<file path="config.mk">
export PLATFORM = sky130hd
export DESIGN_NAME = regfile_mp
export DESIGN_NICKNAME = d
export VERILOG_FILES = /design/src/rtl/regfile_pkg.sv /design/src/rtl/regfile_wsel.sv /design/src/rtl/regfile_mp.sv
export SDC_FILE = /design/constraint.sdc
export NUM_CORES = 2
export LEC_CHECK = 0
export CAP_MARGIN = 20
export CORE_UTILIZATION = 45
export CTS_CLUSTER_DIAMETER = 80
export CTS_CLUSTER_SIZE = 10
export DETAILED_ROUTE_END_ITERATION = 16
export SYNTH_ARGS = -nofsm -noshare
export SYNTH_HDL_FRONTEND = slang
export SYNTH_SLANG_ARGS = --single-unit
</file>
<file path="constraint.sdc">
create_clock -name clock -period 69.3 [get_ports clock]
set_input_delay 10.395 -clock clock [delete_from_list [all_inputs] [get_ports clock]]
set_output_delay 10.395 -clock clock [all_outputs]
set_load 0.01 [all_outputs]
</file>
<file path="src/rtl/regfile_pkg.sv">
// Shared defaults and port-slicing helper for the multi-port register file.
package regfile_pkg;
    localparam int DATA_SIZE = 32;
    localparam int ADDR_SIZE = 5;
    localparam int MAX_READ  = 4;
    localparam int MAX_WRITE = 2;

    function automatic int slice_lo(input int idx, input int width);
        return idx * width;
    endfunction
endpackage

</file>
<file path="src/rtl/regfile_wsel.sv">
// Resolves the committing write ports against one address: hit flag plus
// winning data, highest port index wins, register 0 masked when ZeroReg=1.
module regfile_wsel
    import regfile_pkg::*;
#(
    parameter int DataSize = DATA_SIZE,
    parameter int AddrSize = ADDR_SIZE,
    parameter int NumWrite = 2,
    parameter int ZeroReg  = 1
) (
    input  logic                         enable,
    input  logic [NumWrite-1:0]          do_write,
    input  logic [NumWrite*AddrSize-1:0] write_addr,
    input  logic [NumWrite*DataSize-1:0] write_data,
    input  logic [AddrSize-1:0]          addr,
    output logic                         hit,
    output logic [DataSize-1:0]          data
);
    always_comb begin
        hit  = 1'b0;
        data = '0;
        // Ascending scan so a later (higher) port overrides an earlier one.
        for (int j = 0; j < NumWrite; j++) begin
            if (enable && do_write[j] &&
                write_addr[slice_lo(j, AddrSize) +: AddrSize] == addr) begin
                hit  = 1'b1;
                data = write_data[slice_lo(j, DataSize) +: DataSize];
            end
        end
        if (ZeroReg != 0 && addr == '0) begin
            hit  = 1'b0;
            data = '0;
        end
    end
endmodule

</file>
<file path="src/rtl/regfile_mp.sv">
// Multi-port flop-based register file with write-to-read bypass and a
// per-register busy scoreboard for outstanding loads.
module regfile_mp
    import regfile_pkg::*;
#(
    parameter int DataSize = DATA_SIZE,
    parameter int AddrSize = ADDR_SIZE,
    parameter int NumRead  = 3,
    parameter int NumWrite = 2,
    parameter int ZeroReg  = 1,
    parameter int Bypass   = 1
) (
    input  logic                         clock,
    input  logic                         reset,
    input  logic                         enable_reg_fetch,
    input  logic [NumRead*AddrSize-1:0]  read_addr,
    output logic [NumRead*DataSize-1:0]  read_data,
    output logic [NumRead-1:0]           read_busy,
    input  logic                         enable_reg_write,
    input  logic [NumWrite-1:0]          do_reg_write,
    input  logic [NumWrite*AddrSize-1:0] write_reg_addr,
    input  logic [NumWrite*DataSize-1:0] write_reg_data,
    input  logic                         mark_busy,
    input  logic [AddrSize-1:0]          mark_addr,
    output logic [(2**AddrSize)-1:0]     busy_vec
);
    localparam int Depth = 2 ** AddrSize;

    logic [Depth-1:0][DataSize-1:0]   mem;
    logic [Depth-1:0][DataSize-1:0]   ent_data;
    logic [Depth-1:0]                 ent_hit;
    logic [Depth-1:0]                 busy;
    logic [Depth-1:0]                 busy_nxt;

    logic [NumRead-1:0][DataSize-1:0] byp_data;
    logic [NumRead-1:0][DataSize-1:0] rd_val;
    logic [NumRead-1:0]               byp_hit;
    logic [NumRead-1:0]               rb_val;

    for (genvar e = 0; e < Depth; e++) begin : g_ent
        regfile_wsel #(
            .DataSize(DataSize), .AddrSize(AddrSize),
            .NumWrite(NumWrite), .ZeroReg(ZeroReg)
        ) u_wsel (
            .enable    (enable_reg_write),
            .do_write  (do_reg_write),
            .write_addr(write_reg_addr),
            .write_data(write_reg_data),
            .addr      (AddrSize'(e)),
            .hit       (ent_hit[e]),
            .data      (ent_data[e])
        );

        // A fresh mark beats a same-cycle clear: the new load supersedes.
        assign busy_nxt[e] = (ZeroReg != 0 && e == 0)              ? 1'b0 :
                             (mark_busy && mark_addr == AddrSize'(e)) ? 1'b1 :
                             ent_hit[e]                             ? 1'b0 : busy[e];
    end

    for (genvar k = 0; k < NumRead; k++) begin : g_rd
        logic [AddrSize-1:0] raddr;
        assign raddr = read_addr[k*AddrSize +: AddrSize];

        regfile_wsel #(
            .DataSize(DataSize), .AddrSize(AddrSize),
            .NumWrite(NumWrite), .ZeroReg(ZeroReg)
        ) u_byp (
            .enable    (enable_reg_write),
            .do_write  (do_reg_write),
            .write_addr(write_reg_addr),
            .write_data(write_reg_data),
            .addr      (raddr),
            .hit       (byp_hit[k]),
            .data      (byp_data[k])
        );

        // Busy follows the data source: next-state with bypass, current without.
        always_comb begin
            rd_val[k] = (Bypass != 0 && byp_hit[k]) ? byp_data[k] : mem[raddr];
            rb_val[k] = (Bypass != 0) ? busy_nxt[raddr] : busy[raddr];
            if (ZeroReg != 0 && raddr == '0) begin
                rd_val[k] = '0;
                rb_val[k] = 1'b0;
            end
        end
    end

    always_ff @(posedge clock or posedge reset) begin
        if (reset) begin
            mem  <= '0;
            busy <= '0;
        end else begin
            for (int e = 0; e < Depth; e++) begin
                if (ent_hit[e]) mem[e] <= ent_data[e];
            end
            busy <= busy_nxt;
        end
    end

    always_ff @(posedge clock or posedge reset) begin
        if (reset) begin
            read_data <= '0;
            read_busy <= '0;
        end else if (enable_reg_fetch) begin
            read_data <= rd_val;
            read_busy <= rb_val;
        end
    end

    assign busy_vec = busy;
endmodule

</file>
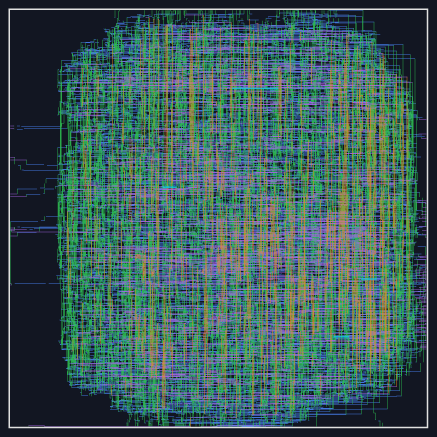
Figure 1: wiring by layer.
(1 px per um)
- M5: cyan (wire length 84.6 um)
- M2: green (wire length 142 mm)
- M1: blue (wire length 121 mm)
- M3: purple (wire length 46.0 mm)
- M4: orange (wire length 25.4 mm)

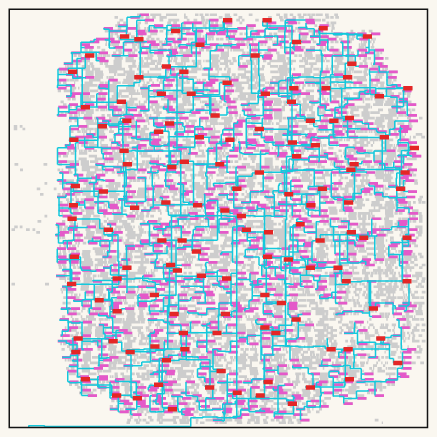
Figure 2: clock distribution.
(1 px per um)
- flip-flops: magenta (count 1,122)
- clock-net drivers: red (count 131)
- clock wires: cyan (length 17,100 um)
- flops lie: spread over the die
- routed clock nets: 132

==> datasheet_impl.txt <==
Physical design parameters

Parameter                              Value

Run status
  Result of the run .................. finished clean

Placement
  Port bufs .................. 230
  Area of placed instances .................. 81,100 um2

Finish
  Flops .................. 1,122
  Count of non-filler cells in the finished layout .................. 9,164
  Proportion of cell area occupied by registers .................. 0.331
  Multi-input combinational area share .................. 0.544
  Fraction of area in clock buffers and inverters .................. 0.0423
  Number of logic gates .................. 5,201
  Fraction of layout instances using a drive strength above 1 .................. 0.206
  Inserted Diodes .................. 5
  Post-route cell area .................. 84,900 um2
  Area used by sequential logic in the layout .................. 28,100 um2
  Layout fillers .................. 15,000

Critical path
  Required time at the worst-slack endpoint .................. 70.11 ns
  List of cells traversed by the critical path .................. clkdlybuf4s50_1 -> inv_8 -> buf_4 -> buf_4 -> buf_4 -> buf_4
  Destination of the worst register-to-register timing path .................. read_data[45]
  Number of cells on the worst reg-to-reg path .................. 6
  Highest cell delay on the worst timing path .................. 0.85 ns
  Critical path endpoint category .................. async pin
  Reg-to-reg setup timing slack .................. 66.77 ns
  Cell at the slowest stage of the critical path .................. buf_4

Floorplan
  FP Util .................. 0.455
  Number of well taps .................. 2,218

Final timing
  Max Clock Freq .................. 71.2 MHz
  Number of setup violations in the final report .................. 0
  Relative max-transition margin .................. 0.104
  Transition time at the pin with the least slew margin .................. 1.34 ns
  Slew Limit Fails .................. 0
  Final-layout setup total negative slack .................. 0 ns
  Setup slack of the critical path after layout .................. 55.25 ns
  Final-report hold violation count .................. 0

Pwr
  Worst voltage drop across the vdd grid .................. 0.0286 mV

Detailed routing
  Iteration count of the initial detailed-routing pass .................. 9
  Remaining antenna violation count .................. 0
  Wl on met1 .................. 121,000 um
  Detailed-route wire length per cell .................. 36.6 um

Global routing
  Number of global-route vias before repair .................. 62,100
  Wire length of the first global-routing pass .................. 476,000 um
  Met1 routing resource usage after global routing .................. 0.506
  Global routing's busiest layer .................. met2
  Met2 GRT Util .................. 0.543
  Remaining Overflow, GRT .................. 0
  Maximum number of pins on one net before global-route repair .................. 164
  Initial antenna violation count .................. 8

Clocking
  CTS HTree Levels .................. 4
  Number of buffers on the longest clock path .................. 3
  Number of clock sinks .................. 1,122
  Number of buffers added by the clock tree synthesis step .................. 131
  # resized after CTS .................. 0

Yosys
  Number of synthesized register bits .................. 1,122
  Number of different library cells in the post-synthesis netlist .................. 67
  Synthesized area divided by synthesized cell count .................. 10.6 um2
  Number of synthesized flops with an enable pin .................. 0
  Number of standard cells reported by yosys .................. 7,290
  Ys async rst share .................. 1.00

Worst hold path
  Cell depth of the worst hold path .................. 1
  Worst hold path type .................. flip-flop to flip-flop
  Hold Startpoint .................. read_data[44]

Job
  Number of violations of the max-capacitance limit .................. 0
-- sequential cells by signal, summed over array words and instances, names as in the netlist --
signal,cells
mem,992
read_data,96
busy_vec,31
read_busy,3
-- report_power, final --
part           total (mW)  internal (mW)  switching (mW)
clock               0.646          0.352           0.294
combinational       0.718          0.407           0.311
sequential          0.996          0.820           0.176
total                2.36           1.58           0.781
-- cell families after synthesis --
logic type                after synthesis  share of synthesized area
buffers and inverters                 967                     0.0501
muxes                                1789                      0.370
DFF                                  1122                      0.363
other                                   1                  0.0000484
AOI/OAI and AO/OA                    1566                      0.120
xor gates and xnor gates               30                    0.00339
and+or+nand+nor                      1815                     0.0937
-- worst max-delay path: cells and delay by family --
kind / cells / cell delay (ns)
buffers and inverters: 6 / 4.25
Power figures rest on the tool's default switching activity, not on a simulated workload.
